<file path="src/rtl/inst_tx_serdy.sv">
// DY transmit-path instruction serializer: one IN_W-bit word per frame, emitted
// MSB-first as OUT_W-bit beats with the tail of the final beat masked to length.

module inst_tx_serdy_lane (
  input  logic [7:0] byte_i,
  input  logic       keep_i,
  output logic [7:0] byte_o
);
  assign byte_o = keep_i ? byte_i : 8'h00;
endmodule

module inst_tx_serdy #(
  parameter int U_DLY = 1,
  parameter int IN_W  = 512,
  parameter int OUT_W = 128
) (
  input  logic             clk_sys,
  input  logic             rst_n,
  input  logic [15:0]      cfg_ins_length,
  input  logic [IN_W-1:0]  inst_data,
  input  logic             inst_data_valid,
  output logic             inst_ready,
  output logic [OUT_W-1:0] tx_data,
  output logic             tx_data_valid,
  output logic             tx_data_last,
  input  logic             tx_data_ready,
  output logic             len_err
);
  localparam int BEATS_MAX = IN_W / OUT_W;
  localparam int OUT_B     = OUT_W / 8;
  localparam int BW        = $clog2(BEATS_MAX + 1);
  localparam logic [16:0] IN_B17  = 17'(IN_W / 8);
  localparam logic [16:0] OUT_B17 = 17'(OUT_W / 8);

  if ((IN_W % OUT_W) != 0 || (OUT_W % 8) != 0 || U_DLY < 0) begin : g_bad_param
    $error("inst_tx_serdy: IN_W must be a multiple of OUT_W, OUT_W a multiple of 8");
  end

  typedef enum logic {IDLE = 1'b0, SEND = 1'b1} state_t;

  state_t             state_q, state_d;
  logic [IN_W-1:0]    sreg_q, sreg_d;
  logic [BW-1:0]      beats_q, beats_d;
  logic [BW-1:0]      idx_q, idx_d;
  logic [OUT_B-1:0]   keep_q, keep_d;
  logic [OUT_W-1:0]   tx_data_q, tx_data_d;
  logic               tx_valid_q, tx_valid_d;
  logic               tx_last_q, tx_last_d;
  logic               len_err_q, len_err_d;

  logic               accept;
  logic               len_zero;
  logic               len_bad;
  logic [16:0]        len_eff;
  logic [16:0]        beats17;
  logic [16:0]        lbytes17;
  logic [OUT_B-1:0]   acc_keep;
  logic [OUT_B-1:0]   keep_sel;
  logic [OUT_W-1:0]   nxt_beat;
  logic               nxt_last;
  logic [OUT_W-1:0]   beat_masked;
  logic               xfer;

  assign accept   = (state_q == IDLE) && inst_data_valid;
  assign xfer     = tx_valid_q && tx_data_ready;
  assign len_zero = (cfg_ins_length == 16'd0);
  assign len_bad  = len_zero || ({1'b0, cfg_ins_length} > IN_B17);

  // Frame geometry from the (clamped) length: beat count and valid bytes in the last beat.
  always_comb begin
    len_eff  = ({1'b0, cfg_ins_length} > IN_B17) ? IN_B17 : {1'b0, cfg_ins_length};
    beats17  = (len_eff + OUT_B17 - 17'd1) / OUT_B17;
    lbytes17 = len_eff - (beats17 - 17'd1) * OUT_B17;
    acc_keep = '0;
    for (int j = 0; j < OUT_B; j++) begin
      acc_keep[j] = (17'(j) < lbytes17);
    end
  end

  // The beat being loaded into the output register this cycle (first or next).
  assign nxt_beat = accept ? inst_data[IN_W-1 -: OUT_W] : sreg_q[IN_W-1 -: OUT_W];
  assign nxt_last = accept ? (beats17 == 17'd1) : ((idx_q + BW'(2)) == beats_q);
  assign keep_sel = accept ? acc_keep : keep_q;

  for (genvar j = 0; j < OUT_B; j++) begin : g_lane
    inst_tx_serdy_lane u_lane (
      .byte_i (nxt_beat[OUT_W-1-8*j -: 8]),
      .keep_i (!nxt_last || keep_sel[j]),
      .byte_o (beat_masked[OUT_W-1-8*j -: 8])
    );
  end

  // FSM: state register
  always_ff @(posedge clk_sys or negedge rst_n) begin
    if (!rst_n) state_q <= IDLE;
    else        state_q <= state_d;
  end

  // FSM: next state
  always_comb begin
    state_d = state_q;
    case (state_q)
      IDLE:    if (accept && !len_zero) state_d = SEND;
      SEND:    if (xfer && tx_last_q)   state_d = IDLE;
      default: state_d = IDLE;
    endcase
  end

  // FSM: outputs decoded from state
  always_comb begin
    inst_ready = (state_q == IDLE);
  end

  // Datapath next-state
  always_comb begin
    sreg_d     = sreg_q;
    beats_d    = beats_q;
    idx_d      = idx_q;
    keep_d     = keep_q;
    tx_data_d  = tx_data_q;
    tx_valid_d = tx_valid_q;
    tx_last_d  = tx_last_q;
    len_err_d  = 1'b0;
    if (accept) begin
      len_err_d = len_bad;
      if (!len_zero) begin
        sreg_d     = inst_data << OUT_W;
        beats_d    = BW'(beats17);
        idx_d      = '0;
        keep_d     = acc_keep;
        tx_data_d  = beat_masked;
        tx_valid_d = 1'b1;
        tx_last_d  = nxt_last;
      end
    end else if (state_q == SEND && xfer) begin
      if (tx_last_q) begin
        tx_data_d  = '0;
        tx_valid_d = 1'b0;
        tx_last_d  = 1'b0;
      end else begin
        sreg_d    = sreg_q << OUT_W;
        idx_d     = idx_q + BW'(1);
        tx_data_d = beat_masked;
        tx_last_d = nxt_last;
      end
    end
  end

  always_ff @(posedge clk_sys or negedge rst_n) begin
    if (!rst_n) begin
      sreg_q     <= '0;
      beats_q    <= '0;
      idx_q      <= '0;
      keep_q     <= '0;
      tx_data_q  <= '0;
      tx_valid_q <= 1'b0;
      tx_last_q  <= 1'b0;
      len_err_q  <= 1'b0;
    end else begin
      sreg_q     <= sreg_d;
      beats_q    <= beats_d;
      idx_q      <= idx_d;
      keep_q     <= keep_d;
      tx_data_q  <= tx_data_d;
      tx_valid_q <= tx_valid_d;
      tx_last_q  <= tx_last_d;
      len_err_q  <= len_err_d;
    end
  end

  assign tx_data       = tx_data_q;
  assign tx_data_valid = tx_valid_q;
  assign tx_data_last  = tx_last_q;
  assign len_err       = len_err_q;

endmodule

</file>
<file path="config.mk">
export PLATFORM = sky130hd
export DESIGN_NAME = inst_tx_serdy
export DESIGN_NICKNAME = d
export VERILOG_FILES = /design/src/rtl/inst_tx_serdy.sv
export SDC_FILE = /design/constraint.sdc
export NUM_CORES = 1
export LEC_CHECK = 0
export ABC_AREA = 1
export CAP_MARGIN = 20
export CELL_PAD_IN_SITES_DETAIL_PLACEMENT = 0
export CELL_PAD_IN_SITES_GLOBAL_PLACEMENT = 1
export CORE_AREA = 5 5 275 277
export CTS_BUF_LIST = sky130_fd_sc_hd__clkbuf_16
export DETAILED_ROUTE_END_ITERATION = 10
export DIE_AREA = 0 0 280 282
export PLACE_DENSITY_LB_ADDON = 0.1
export SLEW_MARGIN = 30
export SYNTH_ARGS = -nofsm -noshare
export SYNTH_HDL_FRONTEND = slang
export SYNTH_HIERARCHICAL = 1
export SYNTH_SLANG_ARGS = --single-unit
</file>
<file path="constraint.sdc">
create_clock -name clk_sys -period 2.6 [get_ports clk_sys]
set_input_delay 0.26 -clock clk_sys [delete_from_list [all_inputs] [get_ports clk_sys]]
set_output_delay 0.26 -clock clk_sys [all_outputs]
set_load 0.01 [all_outputs]
</file>
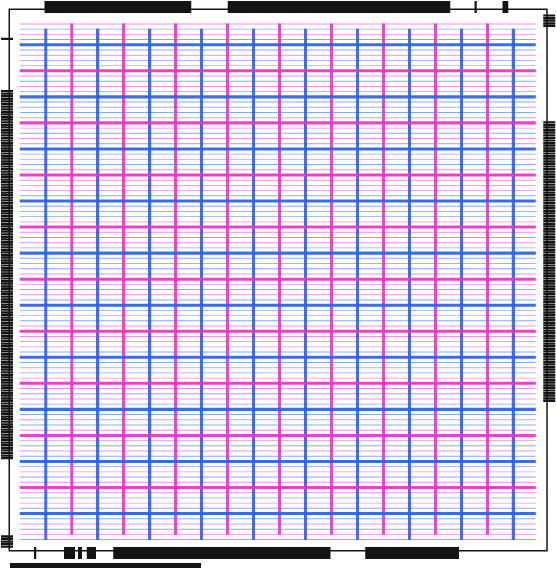
**Above:** floorplan with the power grid.
The bar under the picture is 100 um long. Pins as bars on the die edge.
legend:
  VDD:
    color: magenta
  VSS:
    color: blue
met1 rails: 100
met5 straps: 19
rows: 99
met4 straps: 19

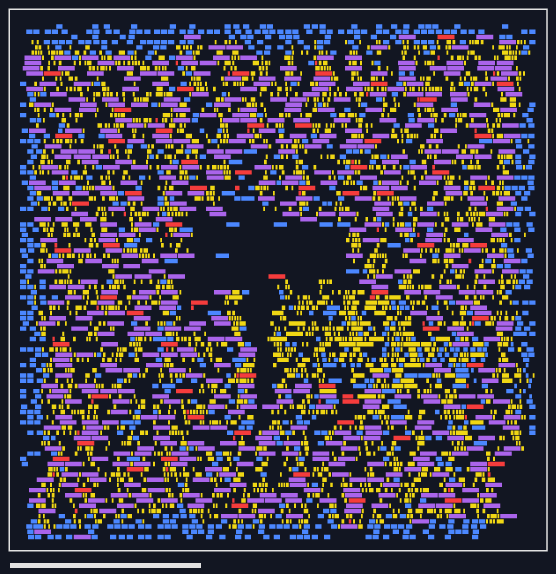
**Above:** placed cells, one color a class.
The bar under the picture is 100 um long.
legend:
  clock drivers and dummy loads:
    color: red
    cells: 108
  other buffers and delay cells:
    color: blue
    cells: 825
  flops:
    color: purple
    cells: 538
  combinational and other logic:
    color: yellow
    cells: 2453

==> results.cfg <==
; flow metrics
[yosys]
yosys_cells = 3221
yosysWarnings = 6
synthTopCellsByArea = dfrtp_1, nand2_1, inv_1
synth_area_per_cell_um2 = 8.27
synth-edff-count = 0
synth.distinct_cells = 39
xor_share_pct = 0.230
yosys.area.top_type = dfrtp_1
synth_top_cell_by_count = nand2_1
yosysTopAreaCellShare_pct = 50.5
simple_gate_area_share_pct = 13.4
synth_flops = 538
syn-cell-area_um2 = 26600
ys_sh_aoi_pct = 22.6
synth.logic.top_family = AND-OR/OR-AND gates
ys_sh_adder_pct = 0.826
ys_seq_share_pct = 50.5
syn_inst = 3221
mux_area_share_pct = 0
yosys_area_um2 = 26600
async_flop_share_pct = 100
ys.flop_type = dfrtp_1
top_cells_by_count = nand2_1, inv_1, dfrtp_1

[floorplanning]
die_area_um2 = 79000
die.size.x_um = 280
row_count = 99
io_pins = 664
initial_utilization_pct = 36.7
die_h_um = 282
core-area_um2 = 72600

[layout]
regArea_um2 = 13500
final_util_pct = 52.2
syn2layout_area_growth_pct = 42.3
mostFrequentLayoutCells = nand2_1, clkdlybuf4s50_1, dfrtp_1
drive_gt1_share_pct = 12.3
layout_top_cell = nand2_1
nets = 4428
fillers = 6872
logic_area_um2 = 10900
design_area_um2 = 37900

[timing]
finalSetupViolCount = 144
fin_hold_ws_ns = 0.168
period_needed_ns = 3.39
skew_ns = 0.0171
rsz0062_at_grt = true
fmax_mhz = 295
worst_slew_pin_slew_ns = 0.745
relSlewSlack_pct = 50.3
slew_viol_final = 0
fin_ws_ns = -0.785
final_hold_viol_count = 0
period_used_pct = 130

[routing]
drt_wl_total_um = 96800
first_iter_violations = 1554
wl_met3_um = 5800
viasPerCell = 5.01
drc = 0
ant_nets = 0
wl_per_cell_um = 19.7
first_pass_iters = 5
route.met2.wl_um = 46700
num_vias = 24600
maxUsedRoutingLayer = met5
m1WireLength_um = 40800

[setup_path]
critPathMaxFanout = 8
cp_top_family = simple AND/OR/NAND/NOR gates
cpMostUsedCell = nand2_2
r2r_end = tx_data[17]$_DFFE_PN0P_
critical_path_class = primary input to flip-flop
max_stage_delay_ns = 0.29
crit_arrival_ns = 3.88
reg2reg_slack_ns = 0.31
start_kind = primary input
endpoint_kind = flip-flop
slowest_stage = ha_4
reg2reg_depth = 12
crit_required_ns = 3.09
path_buffers = 8
rr_startpoint = state_q$_DFF_PN0_

[run_status]
violations = setup timing
status = finished, violations left

[job]
warning_count = 50
cap_violations = 0

[power_and_ir_drop]
power_uw = 39300
power_density_nw_per_um2 = 1040
leakagePower_uw = 0.0178
ir_drop_mv = 0.602

[cts]
clk_path_buf_depth = 3
hold_buffers = 1
cts_repair_resize_count = 164
clock.latency.late_pin_ns = 0.62
cts_setup_buffers = 11
clkTransAtPathRegs_ns = 0.06
clkSinkCount = 538
cts_inserted_buffers = 61
root_buffer = clkbuf_16
htreeDepth = 2
cts_tree = built

[global_route]
grt_pass1_vias = 24900
overflow = 0
grt_use_total_pct = 23.5
antenna_found_initial = 39
grt_pass1_wl_um = 146000
grt_max_degree = 153

[place]
hpwl_um = 70500
gp_congestion = 0.858
port-buffer-count = 663
placed_area_um2 = 35100

[worst_hold_path]
min_path_cells = 7
hp-start = cfg_ins_length[2]
holdPathEnd = keep_q[2]$_DFFE_PN0P_
worstHoldPathType = primary input to flip-flop
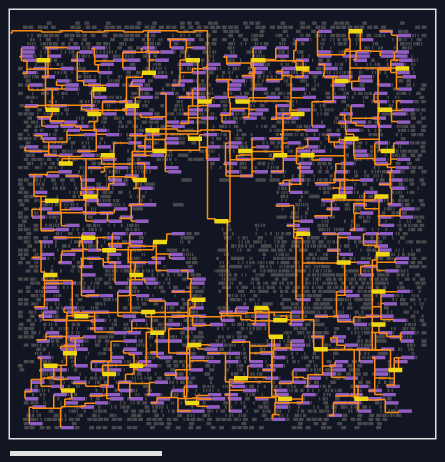
**Above:** clock distribution.
The bar under the picture is 100 um long.
legend:
  clock drivers:
    color: yellow
    count: 61
  flip-flops:
    color: purple
    count: 538
  clock wires:
    color: orange
    length: 7580 um
routed clock nets: 62
flops lie: all over the die

-- per-layer routing --
layer	vias up	GRT usage, %
li1	11900	-
met1	11800	31.0
met2	691	38.4
met3	178	4.74
met4	14	8.95
met5	-	0
-- per-stage QoR --
step                setup WS [ns]  setup TNS [ns]  instances
finish                     -0.785          -98.88       4914
global route               -0.991         -125.30       4907
CTS                        -0.683          -86.81       4879
detailed placement          -2.14         -293.41       4759
global placement            -2.00         -277.32       4759
floorplan                   -1.09         -143.10       3230
-- how the worst max path moves through the flow --
stage / startpoint / endpoint / slack [ns] / cells past startpoint
floorplan: cfg_ins_length[0] / tx_data[72]$_DFFE_PN0P_ / -1.09 / 30
global placement: cfg_ins_length[0] / tx_data[94]$_DFFE_PN0P_ / -2.00 / 29
detailed placement: cfg_ins_length[0] / tx_data[24]$_DFFE_PN0P_ / -2.14 / 29
CTS: cfg_ins_length[2] / tx_data[124]$_DFFE_PN0P_ / -0.68 / 32
global route: cfg_ins_length[14] / tx_data[123]$_DFFE_PN0P_ / -0.99 / 32
finish: cfg_ins_length[4] / tx_data[125]$_DFFE_PN0P_ / -0.79 / 31
-- where the power goes --
group	internal, uW	switching, uW	total, uW
registers	11800	1400	13200
clock network	4260	3490	7750
logic	7760	10600	18300
-- final cells by class --
type	count	share of cell area, %
sequential	538	35.5
antenna	31	0.205
clock inverter	46	0.548
multi-input combinational	1882	28.7
tap	959	3.16
timing repair buffer	825	21.9
clock buffer	62	4.09
inverter	571	5.84
-- state kept, by name, indices dropped and copies added (netlist names) --
name / flops
sreg_q: 384
beats_q: 3
tx_data_valid: 1
idx_q: 3
keep_q: 16
tx_data_last: 1
len_err: 1
tx_data: 128
state_q: 1
Power is estimated from default activity; no workload was simulated.
